<file path="config.mk">
export PLATFORM = sky130hd
export DESIGN_NAME = vector_check_ctrl
export DESIGN_NICKNAME = d
export VERILOG_FILES = /design/src/rtl/vector_check_ctrl.sv
export SDC_FILE = /design/constraint.sdc
export NUM_CORES = 1
export LEC_CHECK = 0
export CORE_ASPECT_RATIO = 0.9
export CORE_MARGIN = 4
export CORE_UTILIZATION = 25
export DETAILED_ROUTE_END_ITERATION = 8
export GPL_ROUTABILITY_DRIVEN = 0
export PLACE_DENSITY = 0.42
export SYNTH_ARGS = -nofsm -noshare
export SYNTH_HDL_FRONTEND = slang
export SYNTH_SLANG_ARGS = --single-unit
</file>
<file path="constraint.sdc">
create_clock -name clk -period 2.35 [get_ports clk]
set_input_delay 0.47 -clock clk [delete_from_list [all_inputs] [get_ports clk]]
set_output_delay 0.47 -clock clk [all_outputs]
set_load 0.01 [all_outputs]
</file>
<file path="src/rtl/vector_check_ctrl.sv">
// Stimulus sequencer and result checker: exhaustive 2-bit sweep followed by
// LFSR-driven random vectors, with saturating sample/error counters.
module vector_check_ctrl #(
    parameter int unsigned SWEEP_LEN = 9,
    parameter int unsigned RAND_LEN  = 100,
    parameter logic [15:0] SEED      = 16'hACE1
) (
    input  logic        clk,
    input  logic        rst_n,
    input  logic        start,
    output logic        a,
    output logic        b,
    input  logic        q_ref,
    input  logic        q_dut,
    output logic        busy,
    output logic        done,
    output logic        wave_en,
    output logic [15:0] sample_cnt,
    output logic [15:0] err_cnt,
    output logic        err_seen,
    output logic [15:0] first_err
);

    typedef enum logic [1:0] {S_IDLE, S_SWEEP, S_RAND, S_DONE} state_t;

    localparam logic [15:0] SWEEP_LAST = 16'(SWEEP_LEN - 1);
    localparam logic [15:0] RAND_LAST  = 16'(RAND_LEN - 1);

    state_t      r_state;
    state_t      w_next;
    logic [15:0] r_cyc;
    logic [15:0] r_lfsr;
    logic [1:0]  r_ab;
    logic [15:0] r_sample;
    logic [15:0] r_err;
    logic        r_seen;
    logic [15:0] r_first;

    logic        w_fb;
    logic [15:0] w_lfsr_next;
    logic        w_active;
    logic        w_mismatch;

    // Fibonacci form of x^16+x^14+x^13+x^11+1, shifting toward bit 0
    assign w_fb        = r_lfsr[0] ^ r_lfsr[2] ^ r_lfsr[3] ^ r_lfsr[5];
    assign w_lfsr_next = {w_fb, r_lfsr[15:1]};
    assign w_active    = (r_state == S_SWEEP) || (r_state == S_RAND);
    assign w_mismatch  = q_dut ^ q_ref;

    always_ff @(posedge clk or negedge rst_n) begin
        if (!rst_n) r_state <= S_IDLE;
        else        r_state <= w_next;
    end

    always_comb begin
        w_next = r_state;
        case (r_state)
            S_IDLE, S_DONE: if (start)              w_next = S_SWEEP;
            S_SWEEP:        if (r_cyc == SWEEP_LAST) w_next = S_RAND;
            S_RAND:         if (r_cyc == RAND_LAST)  w_next = S_DONE;
            default:                                 w_next = S_IDLE;
        endcase
    end

    always_ff @(posedge clk or negedge rst_n) begin
        if (!rst_n) begin
            r_cyc    <= '0;
            r_lfsr   <= SEED;
            r_ab     <= '0;
            r_sample <= '0;
            r_err    <= '0;
            r_seen   <= 1'b0;
            r_first  <= '0;
        end else begin
            // Vector on {a,b} during this cycle is checked at the closing edge
            if (w_active) begin
                if (r_sample != 16'hFFFF) r_sample <= r_sample + 16'd1;
                if (w_mismatch) begin
                    if (r_err != 16'hFFFF) r_err <= r_err + 16'd1;
                    if (!r_seen) begin
                        r_seen  <= 1'b1;
                        r_first <= r_sample;
                    end
                end
            end
            case (r_state)
                S_IDLE, S_DONE: begin
                    r_ab <= '0;
                    if (start) begin
                        r_cyc    <= '0;
                        r_lfsr   <= SEED;
                        r_sample <= '0;
                        r_err    <= '0;
                        r_seen   <= 1'b0;
                        r_first  <= '0;
                    end
                end
                S_SWEEP: begin
                    if (r_cyc == SWEEP_LAST) begin
                        r_cyc <= '0;
                        r_ab  <= r_lfsr[1:0];
                    end else begin
                        r_cyc <= r_cyc + 16'd1;
                        r_ab  <= r_cyc[1:0] + 2'd1;
                    end
                end
                S_RAND: begin
                    r_lfsr <= w_lfsr_next;
                    if (r_cyc == RAND_LAST) begin
                        r_cyc <= '0;
                        r_ab  <= '0;
                    end else begin
                        r_cyc <= r_cyc + 16'd1;
                        r_ab  <= w_lfsr_next[1:0];
                    end
                end
                default: r_ab <= '0;
            endcase
        end
    end

    assign a          = r_ab[1];
    assign b          = r_ab[0];
    assign busy       = w_active;
    assign done       = (r_state == S_DONE);
    assign wave_en    = (r_state == S_SWEEP);
    assign sample_cnt = r_sample;
    assign err_cnt    = r_err;
    assign err_seen   = r_seen;
    assign first_err  = r_first;

endmodule

</file>
==> flow_summary.rst, run 1 <==
Metrics
=======

.. list-table::
   :header-rows: 1

   * - Metric
     - Value
   * - Outcome
     - complete, no violations
   * - Setup Skew
     - 0.009597 ns
   * - Area of the die
     - around 0.019 mm^2
   * - Amount of wire on met3 after detailed routing
     - ~480 um
   * - Area growth from synthesis to layout
     - 31.18%
   * - Max Fclk
     - ~450 MHz
   * - Arrival @ worst endpoint
     - between 1.5 and 2 ns
   * - Count of inverters not on the clock network in the layout
     - 14
   * - Final non-filler cell area
     - 0.005612 mm^2
   * - WP data required
     - around 1.9 ns
   * - Number of antenna cells inserted
     - 0
   * - Sequential-cell power consumption
     - around 2100 uW
   * - Bufs on Longest Clock Path
     - 2
   * - CTS tree
     - yes
   * - Met1 layer wirelength in the final routing
     - around 5600 um
   * - Port-buffer cells
     - a little under 60
   * - Count of multi-input combinational gates
     - about 330
   * - Final setup violation count
     - 0
   * - Switch Pwr
     - 2322 uW
   * - Detailed Place HPWL
     - slightly above 8000 um
   * - Post-Synth Simple-Gate Area
     - 21.06%
   * - Highest ir drop seen on vdd
     - 0.4460 mV
   * - Final Cycle Share
     - 94.75%
   * - Areal power density over the cells
     - ~1100 mW/mm^2
   * - Num Clock Sinks
     - between 80 and 90
   * - Power share of the combinational group
     - ~40%
   * - Cell area after placement
     - between 0.005 and 0.006 mm^2
   * - Number of clock buffers inserted by TritonCTS
     - 9
   * - Post-synthesis async set-or-reset flop share
     - 100.0%
   * - Int Power
     - 3810 uW
   * - Worst-Skew Late Latency
     - ~0.35 ns
   * - Post-cts hold-fix buffer tally
     - 0
   * - Wire length per cell after detailed routing
     - roughly 15 um
   * - Final setup slack of the worst path
     - 0.1233 ns
   * - Synth Area in XOR/XNOR
     - 2.866%
   * - Fraction of synthesized area in multiplexers
     - 3.071%
   * - Number of detailed-route iterations in the first pass
     - 4
   * - Clock slew at reported path FFs
     - approximately 0.06 ns
   * - Post-CTS Setup Bufs
     - 0
   * - Fraction of met2 tracks used by global routing
     - about a fifth
   * - Cell leakage power
     - about 0.0023 uW
   * - Highest-utilization routing layer at the global route stage
     - met2
   * - Total cell area reported by yosys after synthesis
     - 0.004278 mm^2
   * - Share of the core filled with cells
     - between 30% and 40%
   * - Crit path launch type
     - flip-flop
   * - Instance count after placement with tap cells included
     - about 730
   * - Footprint of the flip-flops and latches
     - 0.002137 mm^2
   * - Number of flip-flops and latches in the synthesized netlist
     - between 80 and 90
   * - Setup repair after global routing missed its margin
     - no
   * - Critical path endpoint category
     - primary output
   * - Net count of the finished layout
     - between 500 and 600
   * - First-iteration detailed-routing DRC count
     - 209
   * - Top cell type by total area after synthesis
     - sky130_fd_sc_hd__dfrtp_1
   * - Max-slew violation total from the final report
     - 0
   * - Cell with the largest stage delay on the worst path
     - sky130_fd_sc_hd__clkdlybuf4s50_1
   * - Clock Tree Root
     - sky130_fd_sc_hd__clkbuf_16
   * - Overall die width
     - 145.9 um
   * - Y dimension of the die
     - roughly 130 um
   * - CP delay by family, top
     - buffers and inverters
   * - Number of global-route vias before repair
     - approximately 3,700
   * - Maximum number of pins on one net before global-route repair
     - 40
   * - I/O pin total
     - 59
   * - Area contributors post-synth
     - sky130_fd_sc_hd__dfrtp_1 (45%), sky130_fd_sc_hd__nand2_1 (6.6%), sky130_fd_sc_hd__a21oi_1 (5.0%)
   * - Average cell area after synthesis
     - around 9.6 um^2
   * - Number of design rule violations left after detail routing
     - 0
   * - Pwr Total
     - ~6100 uW
   * - Vias per Instance
     - 4.958
   * - Switching share of power
     - ~38%
   * - Effective utilization at floorplan
     - around a quarter
   * - Top logic cell by instance count in the layout
     - sky130_fd_sc_hd__dfrtp_1
   * - Most frequent cell after synthesis
     - sky130_fd_sc_hd__dfrtp_1
   * - Count of clock buffers in the final design
     - 10
   * - Count of flip-flops with a built-in enable after synthesis
     - 0
   * - Critical path start-end classification
     - flip-flop to primary output
   * - Warnings, synthesis
     - 0
   * - Comb pwr
     - between 2000 and 2500 uW
   * - Cell class ranked first by area
     - registers
   * - GR Util met1
     - 17.10%
   * - Global-route wire length before repair
     - ~20,000 um
   * - Buffers and inverters on the worst path
     - 2
   * - Tally of filler cells in the layout
     - 1,716
   * - Sequential area share after synthesis
     - between 40% and 50%
   * - Final setup TNS
     - 0 ns
   * - Core Area
     - roughly 0.017 mm^2
   * - Ordered cell list for the critical path
     - ha_2 -> inv_4 -> clkdlybuf4s50_1
   * - Post-Synth Adder-Cell Area
     - roughly 2.3%
   * - Number of antenna violations at the first check in global routing
     - 0
   * - Clock-net power
     - between 1500 and 2000 uW
   * - Met2 Routed Length
     - just over 5000 um
   * - Buffers excl. clock
     - 95
   * - Worst hold slack across all endpoints
     - 0.1141 ns
   * - CP max stage delay
     - ~0.55 ns
   * - Multi-input gate area
     - just under 0.002 mm^2
   * - Cell count after synthesis
     - approximately 440
[run 1: flip-flops by register name, summed over array words and instances, names as in the netlist]
signal / flops
err_cnt: 16
err_seen: 1
r_state: 2
sample_cnt: 16
first_err: 16
r_cyc: 16
r_lfsr: 16
r_ab: 2
[run 1: final timing paths]
check	slack, ns	to	depth (start not counted)	from
max	0.12	busy	3	r_state[1]
min	0.11	err_cnt[13]	1	rst_n
max reg2reg	0.22	err_cnt[10]	6	r_state[1]
min reg2reg	0.49	r_lfsr[11]	1	r_lfsr[12]
max in group asynchronous	1.58	r_lfsr[0]	2	rst_n
min in group clk	0.49	r_lfsr[11]	1	r_lfsr[12]
[run 1: what timing repair did]
item | 4_1_cts | 5_1_grt
pin swaps | 0 | 0
gates resized | 1 | 2
setup endpoints to repair | 1 | 1
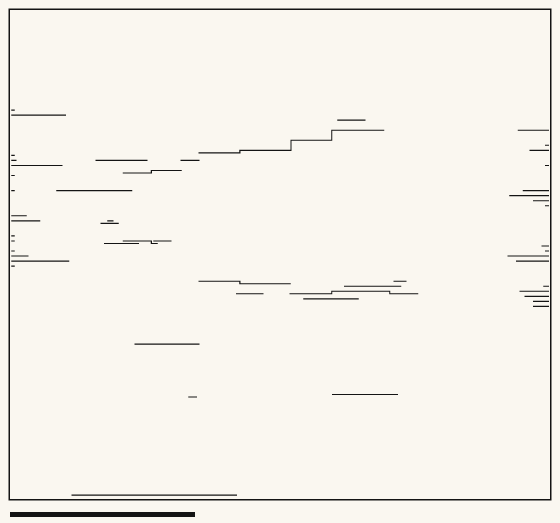
*The metal 3 layer, run 1*
The bar under the picture is 50 um long.
share of all routed wire = 4.2%
longest straight run = 44.4 um
wire length on this layer = 479 um
main direction = horizontal
Routed WL: 11,400 um
routing usage on met3: 3.506%
total via count in the routed design: 3,699

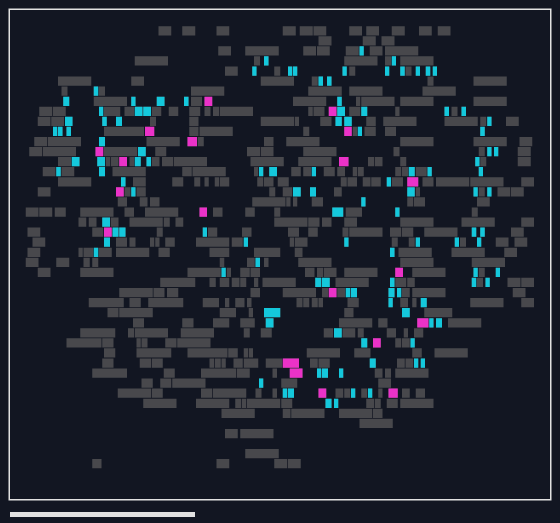
*Logic cells by family, run 1*
The bar under the picture is 50 um long.
nand cells -> cyan  # cells 116, most used nand2_1
and/or cells -> magenta  # cells 20, most used and3_1

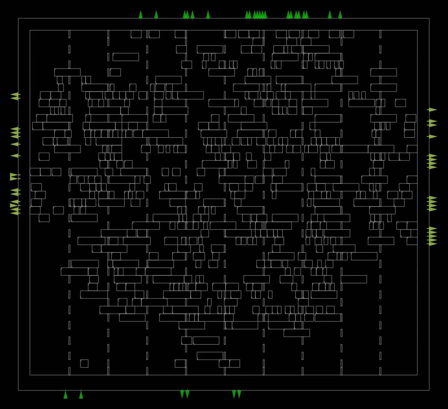
*Placement view, run 1*
Post-Layout Cell Count: 746
tap cells: 211
fraction of area in registers: 38.08%
Flop Count: 85
number of standard-cell rows in the floorplan: 45

--- run 2 (diff from run 1) ---
--- a/config.mk
+++ b/config.mk
@@ -10,7 +10,9 @@
 export CORE_UTILIZATION = 25
 export DETAILED_ROUTE_END_ITERATION = 8
 export GPL_ROUTABILITY_DRIVEN = 0
+export HOLD_SLACK_MARGIN = 0.08
 export PLACE_DENSITY = 0.42
+export SLEW_MARGIN = 20
 export SYNTH_ARGS = -nofsm -noshare
 export SYNTH_HDL_FRONTEND = slang
 export SYNTH_SLANG_ARGS = --single-unit
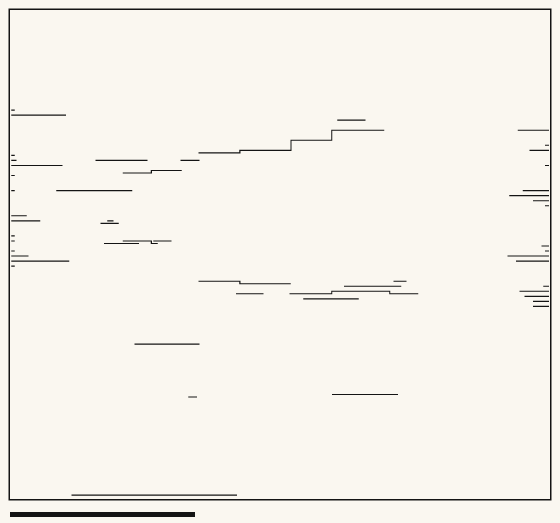
*The metal 3 layer, run 2*
The bar under the picture is 50 um long.
longest straight run = 44.4 um
nets with wire on the layer = 45
wire length on this layer = 479 um
main direction = horizontal
share of all routed wire = 4.2%

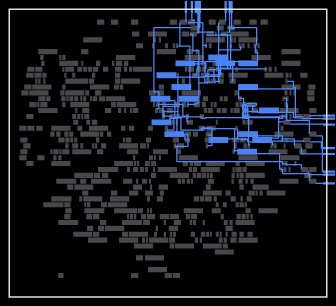
*I/O nets highlighted, run 2*
sample_cnt -> blue  # bits 16, direction output, end cells 16, buffers 20, wire 1,260 um
I/O pin total: 59
Port-buffer cells: 58

==> flow_summary.rst, run 2 <==
Metrics
=======

.. list-table::
   :header-rows: 1

   * - Metric
     - Value
   * - Outcome
     - complete, no violations (unchanged)
   * - R2R Setup Slk
     - 0.22 ns (about the same)
   * - GR Util met1
     - 17.10% (unchanged)
   * - Max Fclk
     - 449.1 MHz (unchanged)
   * - Buffers excl. clock
     - 95 (unchanged)
   * - Area of the die
     - 0.01927 mm^2 (unchanged)
   * - Share of the core filled with cells
     - 33.33% (unchanged)
   * - Highest-utilization routing layer at the global route stage
     - met2 (unchanged)
   * - Worst-Skew Late Latency
     - 0.35 ns (about the same)
   * - Vias per Instance
     - 4.958 (unchanged)
   * - Number of standard-cell rows in the floorplan
     - 45 (unchanged)
   * - Number of antenna cells inserted
     - 0 (unchanged)
   * - Worst hold slack across all endpoints
     - 0.1141 ns (unchanged)
   * - Bufs on Longest Clock Path
     - 2 (unchanged)
   * - CTS tree
     - yes (unchanged)
   * - Startpoint of the lowest-slack register-to-register path
     - r_state[1] (unchanged)
   * - WP data required
     - 1.88 ns (about the same)
   * - Fraction of area in registers
     - 38.08% (unchanged)
   * - Average cell area after synthesis
     - 9.635 um^2 (unchanged)
   * - Clock Tree Root
     - sky130_fd_sc_hd__clkbuf_16 (unchanged)
   * - Met2 Routed Length
     - 5173 um (unchanged)
   * - Highest ir drop seen on vdd
     - 0.4460 mV (unchanged)
   * - Areal power density over the cells
     - 1093 mW/mm^2 (unchanged)
   * - Post-Layout Cell Count
     - 746 (unchanged)
   * - Sequential-cell power consumption
     - 2130 uW (about the same)
   * - Final setup violation count
     - 0 (unchanged)
   * - Setup repair after global routing missed its margin
     - no (unchanged)
   * - Cell area after placement
     - 0.005291 mm^2 (unchanged)
   * - Final setup TNS
     - 0 ns (unchanged)
   * - Overall die width
     - 145.9 um (unchanged)
   * - Clock-net power
     - 1530 uW (about the same)
   * - Top cell type by total area after synthesis
     - sky130_fd_sc_hd__dfrtp_1 (unchanged)
   * - Area growth from synthesis to layout
     - 31.18% (unchanged)
   * - Routing usage on met3
     - 3.506% (unchanged)
   * - Cell count after synthesis
     - 444 (unchanged)
   * - Crit path launch type
     - flip-flop (unchanged)
   * - Number of design rule violations left after detail routing
     - 0 (unchanged)
   * - Cell class ranked first by area
     - registers (unchanged)
   * - Final setup slack of the worst path
     - 0.1233 ns (unchanged)
   * - Global-route wire length before repair
     - 19,650 um (unchanged)
   * - Maximum number of pins on one net before global-route repair
     - 40 (unchanged)
   * - CP max stage delay
     - 0.55 ns (about the same)
   * - Num Clock Sinks
     - 85 (unchanged)
   * - Final non-filler cell area
     - 0.005612 mm^2 (unchanged)
   * - Amount of wire on met3 after detailed routing
     - 479 um (unchanged)
   * - Endpoint of the worst-slack reg-to-reg timing path
     - err_cnt[10] (unchanged)
   * - Instance count after placement with tap cells included
     - 730 (unchanged)
   * - Count of multi-input combinational gates
     - 325 (unchanged)
   * - Number of global-route vias before repair
     - 3,732 (unchanged)
   * - Y dimension of the die
     - 132.1 um (unchanged)
   * - Total cell area reported by yosys after synthesis
     - 0.004278 mm^2 (unchanged)
   * - Clock slew at reported path FFs
     - 0.06 ns (about the same)
   * - First-iteration detailed-routing DRC count
     - 209 (unchanged)
   * - Ordered cell list for the critical path
     - ha_2 -> inv_4 -> clkdlybuf4s50_1 (unchanged)
   * - Flop Count
     - 85 (unchanged)
   * - Met1 layer wirelength in the final routing
     - 5629 um (unchanged)
   * - Multi-input gate area
     - 0.001972 mm^2 (unchanged)
   * - Pwr Total
     - 6132 uW (unchanged)
   * - Max-slew violation total from the final report
     - 0 (unchanged)
   * - Routed WL
     - 11,400 um (unchanged)
   * - Top logic cell by instance count in the layout
     - sky130_fd_sc_hd__dfrtp_1 (unchanged)
   * - Net count of the finished layout
     - 543 (unchanged)
   * - Warnings, synthesis
     - 0 (unchanged)
   * - Post-synthesis async set-or-reset flop share
     - 100.0% (unchanged)
   * - Int Power
     - 3810 uW (unchanged)
   * - Detailed Place HPWL
     - 8096 um (unchanged)
   * - Count of flip-flops with a built-in enable after synthesis
     - 0 (unchanged)
   * - Number of detailed-route iterations in the first pass
     - 4 (unchanged)
   * - Number of clock buffers inserted by TritonCTS
     - 9 (unchanged)
   * - Cell with the largest stage delay on the worst path
     - sky130_fd_sc_hd__clkdlybuf4s50_1 (unchanged)
   * - Critical path endpoint category
     - primary output (unchanged)
   * - Total via count in the routed design
     - 3,699 (unchanged)
   * - Area contributors post-synth
     - sky130_fd_sc_hd__dfrtp_1 (45%), sky130_fd_sc_hd__nand2_1 (6.6%), sky130_fd_sc_hd__a21oi_1 (5.0%) (unchanged)
   * - First element of the critical path
     - r_state[1] (unchanged)
   * - Power share of the combinational group
     - 40.3% (about the same)
   * - Core Area
     - 0.01683 mm^2 (unchanged)
   * - Final Cycle Share
     - 94.75% (unchanged)
   * - Number of flip-flops and latches in the synthesized netlist
     - 85 (unchanged)
   * - Count of clock buffers in the final design
     - 10 (unchanged)
   * - Number of antenna violations at the first check in global routing
     - 0 (unchanged)
   * - Critical path start-end classification
     - flip-flop to primary output (unchanged)
   * - Cell leakage power
     - 0.002325 uW (unchanged)
   * - Most frequent cell after synthesis
     - sky130_fd_sc_hd__dfrtp_1 (unchanged)
   * - Sequential area share after synthesis
     - 49.96% (unchanged)
-- run 2: cell counts in the layout (fill, tap and decap cells not counted) --
Identical to the previous run, type by type.
-- run 2: kinds of logic (layout without fill, tap and decap cells) --
family          count (synthesis)  after routing  share of synthesized area [%]
compound gates                109            109                          16.64
xor+xnor                       14             14                          2.866
fa+ha+maj                       8              8                          2.340
buf+inv                        34            125                          4.065
flops                          85             85                          49.96
mux                            13             13                          3.071
simple gates                  181            181                          21.06
-- run 2: critical path: cells and delay by family (launching register included) --
kind	cells	cell delay (ns)
flip-flops	1	0.41
adder cells (fa/ha/maj)	1	0.33
buffers and inverters	2	0.67
-- run 2: what timing repair did --
item                                    4_1_cts  5_1_grt
endpoints found under the setup margin        1        1
hold buffers                                  0        0
gates resized                                 1        2
buffers inserted                              0        0
### Placement view, run 2

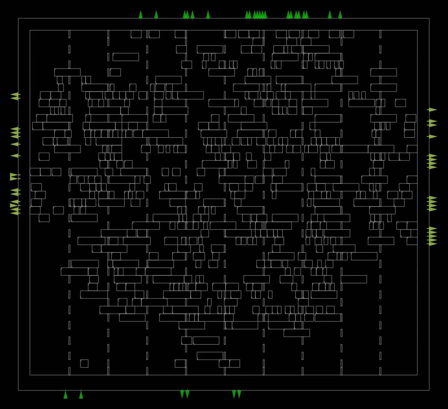

--- run 3 (diff from run 2) ---
==> constraint.sdc (replaced) <==
create_clock -name clk -period 2.4 [get_ports clk]
set_input_delay 0.48 -clock clk [delete_from_list [all_inputs] [get_ports clk]]
set_output_delay 0.48 -clock clk [all_outputs]
set_load 0.01 [all_outputs]
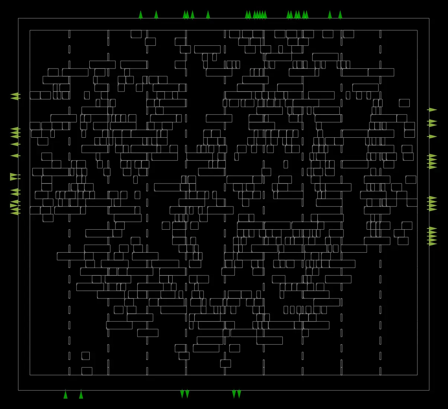
*Placement view, run 3*
tally of filler cells in the layout: 1,703
Core Area: 0.01683 mm^2
Post-Layout Cell Count: 741

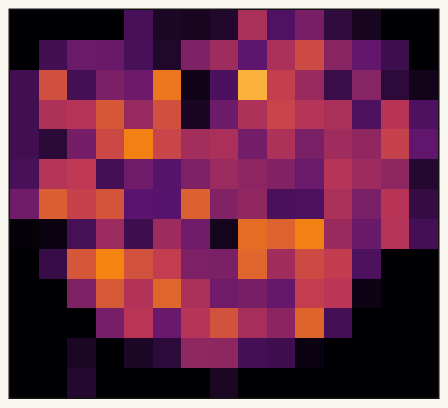
*Placement density heat map, run 3*
The die is cut into 15 by 13 equal tiles; black is low, pale yellow is high, 0 to 100% covered.
tiles over 75% full = 0.50%
emptiest ninth of the die = lower right
densest ninth of the die = centre
mean over tiles = 28%
nearly empty tiles = 22%
fullest tile = 83%
share of the core filled with cells: 33.03%
effective utilization at floorplan: 25.41%

==> flow_summary.rst, run 3 <==
Metrics
=======

.. list-table::
   :header-rows: 1

   * - Metric
     - Value
   * - Routed WL
     - 11,380 um (was 11,400 um)
   * - Buffers and inverters on the worst path
     - 2 (unchanged)
   * - Y dimension of the die
     - 132.1 um (unchanged)
   * - Post-cts hold-fix buffer tally
     - 1 (was 0)
   * - Number of standard-cell rows in the floorplan
     - 45 (unchanged)
   * - Vias per Instance
     - 4.960 (was 4.958)
   * - Number of flip-flops and latches in the synthesized netlist
     - 85 (unchanged)
   * - Total via count in the routed design
     - 3,675 (was 3,699)
   * - Clock-net power
     - 1390 uW (was 1530 uW)
   * - Count of instances resized after the clock tree is built
     - 1 (unchanged)
   * - Post-CTS Setup Bufs
     - 0 (unchanged)
   * - Fraction of area in registers
     - 38.43% (was 38.08%)
   * - Clock Tree Root
     - sky130_fd_sc_hd__clkbuf_16 (unchanged)
   * - Cell leakage power
     - 0.002304 uW (was 0.002325 uW)
   * - Final setup TNS
     - 0 ns (unchanged)
   * - Multi-input gate area
     - 0.001972 mm^2 (unchanged)
   * - Areal power density over the cells
     - 1050 mW/mm^2 (was 1093 mW/mm^2)
   * - Final non-filler cell area
     - 0.005560 mm^2 (was 0.005612 mm^2)
   * - R2R depth
     - 7 (was 6)
   * - Count of flip-flops with a built-in enable after synthesis
     - 0 (unchanged)
   * - Cell class ranked first by area
     - registers (unchanged)
   * - Outcome
     - complete, no violations (unchanged)
   * - Endpoint of the worst-slack reg-to-reg timing path
     - r_cyc[15] (was err_cnt[10])
   * - Warnings, synthesis
     - 0 (unchanged)
   * - Worst hold slack across all endpoints
     - 0.4911 ns (was 0.1141 ns)
   * - Hold path endpoint
     - r_cyc[12]
   * - Ordered cell list for the critical path
     - inv_1 -> ha_1 -> clkdlybuf4s50_1 (was ha_2 -> inv_4 -> clkdlybuf4s50_1)
   * - Power share of the combinational group
     - 40.4% (was 40.3%)
   * - Worst hold path cell count
     - 1
   * - Num Clock Sinks
     - 85 (unchanged)
   * - Area growth from synthesis to layout
     - 29.98% (was 31.18%)
   * - Average cell area after synthesis
     - 9.635 um^2 (unchanged)
   * - Flop Count
     - 85 (unchanged)
   * - Max Fclk
     - between 400 and 500 MHz
   * - Sequential area share after synthesis
     - 49.96% (unchanged)
   * - Top logic cell by instance count in the layout
     - sky130_fd_sc_hd__dfrtp_1 (unchanged)
   * - Final Cycle Share
     - 89.03%
   * - CP max stage delay
     - 0.57 ns (was 0.55 ns)
   * - Worst-Skew Late Latency
     - 0.35 ns (about the same)
   * - Switch Pwr
     - 2250 uW (was 2322 uW)
   * - Number of design rule violations left after detail routing
     - 0 (unchanged)
   * - Yosys top cell area share
     - 45.04% (unchanged)
   * - Footprint of the flip-flops and latches
     - 0.002137 mm^2 (unchanged)
   * - Arrival @ worst endpoint
     - 1.66 ns (was 1.76 ns)
   * - Comb pwr
     - 2360 uW (was 2470 uW)
   * - Amount of wire on met3 after detailed routing
     - 452 um (was 479 um)
   * - Wire length per cell after detailed routing
     - 15.35 um (was 15.28 um)
   * - Startpoint of the lowest-slack register-to-register path
     - r_cyc[0] (was r_state[1])
   * - Int Power
     - 3588 uW (was 3810 uW)
   * - Most frequent cell after synthesis
     - sky130_fd_sc_hd__dfrtp_1 (unchanged)
   * - Highest ir drop seen on vdd
     - 0.4261 mV (was 0.4460 mV)
   * - Pwr Total
     - 5838 uW (was 6132 uW)
   * - Fraction of met2 tracks used by global routing
     - 18.50% (was 19.14%)
   * - Number of detailed-route iterations in the first pass
     - 4 (unchanged)
   * - Cell count after synthesis
     - 444 (unchanged)
   * - Maximum number of pins on one net before global-route repair
     - 63 (was 40)
   * - Crit path launch type
     - flip-flop (unchanged)
   * - Area of the die
     - 0.01927 mm^2 (unchanged)
   * - Area contributors post-synth
     - sky130_fd_sc_hd__dfrtp_1 (45%), sky130_fd_sc_hd__nand2_1 (6.6%), sky130_fd_sc_hd__a21oi_1 (5.0%) (unchanged)
   * - Bufs on Longest Clock Path
     - 2 (unchanged)
   * - Final setup violation count
     - 0 (unchanged)
   * - Met2 Routed Length
     - 5069 um (was 5173 um)
   * - Number of clock buffers inserted by TritonCTS
     - 9 (unchanged)
   * - Setup repair after global routing missed its margin
     - no (unchanged)
   * - Total cell area reported by yosys after synthesis
     - 0.004278 mm^2 (unchanged)
   * - First-iteration detailed-routing DRC count
     - 256 (was 209)
   * - Origin of the worst min-delay path
     - r_cyc[12]
   * - Tap cells
     - 211 (unchanged)
   * - Final setup slack of the worst path
     - 0.2634 ns (was 0.1233 ns)
   * - Count of clock buffers in the final design
     - 13 (was 10)
   * - Number of antenna cells inserted
     - 0 (unchanged)
   * - Number of antenna violations at the first check in global routing
     - 0 (unchanged)
   * - Number of global-route vias before repair
     - 3,600 (was 3,732)
   * - Setup Skew
     - 0.009024 ns (was 0.009597 ns)
   * - Post-synthesis async set-or-reset flop share
     - 100.0% (unchanged)
   * - Critical path start-end classification
     - flip-flop to primary output (unchanged)
   * - Cell area after placement
     - 0.005246 mm^2 (was 0.005291 mm^2)
   * - Max-slew violation total from the final report
     - 0 (unchanged)
   * - Buffers excl. clock
     - 90 (was 95)
   * - Count of inverters not on the clock network in the layout
     - 14 (unchanged)
   * - Switching share of power
     - 38.54% (was 37.86%)
   * - Met1 layer wirelength in the final routing
     - 5697 um (was 5629 um)
   * - Detailed Place HPWL
     - 7998 um (was 8096 um)
   * - Sequential-cell power consumption
     - 2090 uW (was 2130 uW)
[run 3: how the worst max path moves through the flow]
stage                     from    endpoint  slack (ns)  cells past startpoint
floorplan           r_state[0]  r_lfsr[12]        0.38                      7
global placement         q_ref  err_cnt[8]      -0.004                      6
detailed placement       q_dut  err_cnt[8]       -0.03                      6
CTS                 r_state[1]        busy        0.04                      3
global route          r_cyc[8]   r_cyc[11]        0.14                      6
finish              r_state[1]     wave_en        0.26                      3
[run 3: cells by family (layout without fill, tap and decap cells)]
logic type | after synthesis | after routing | share of synthesized area, %
buffers and inverters | 34 | 120 | 4.065
and+or+nand+nor | 181 | 181 | 21.06
AOI/OAI and AO/OA | 109 | 109 | 16.64
adders and majority gates | 8 | 8 | 2.340
muxes | 13 | 13 | 3.071
DFF | 85 | 85 | 49.96
xor gates and xnor gates | 14 | 14 | 2.866
No activity file was given, so power comes from the tool's default toggle rates.
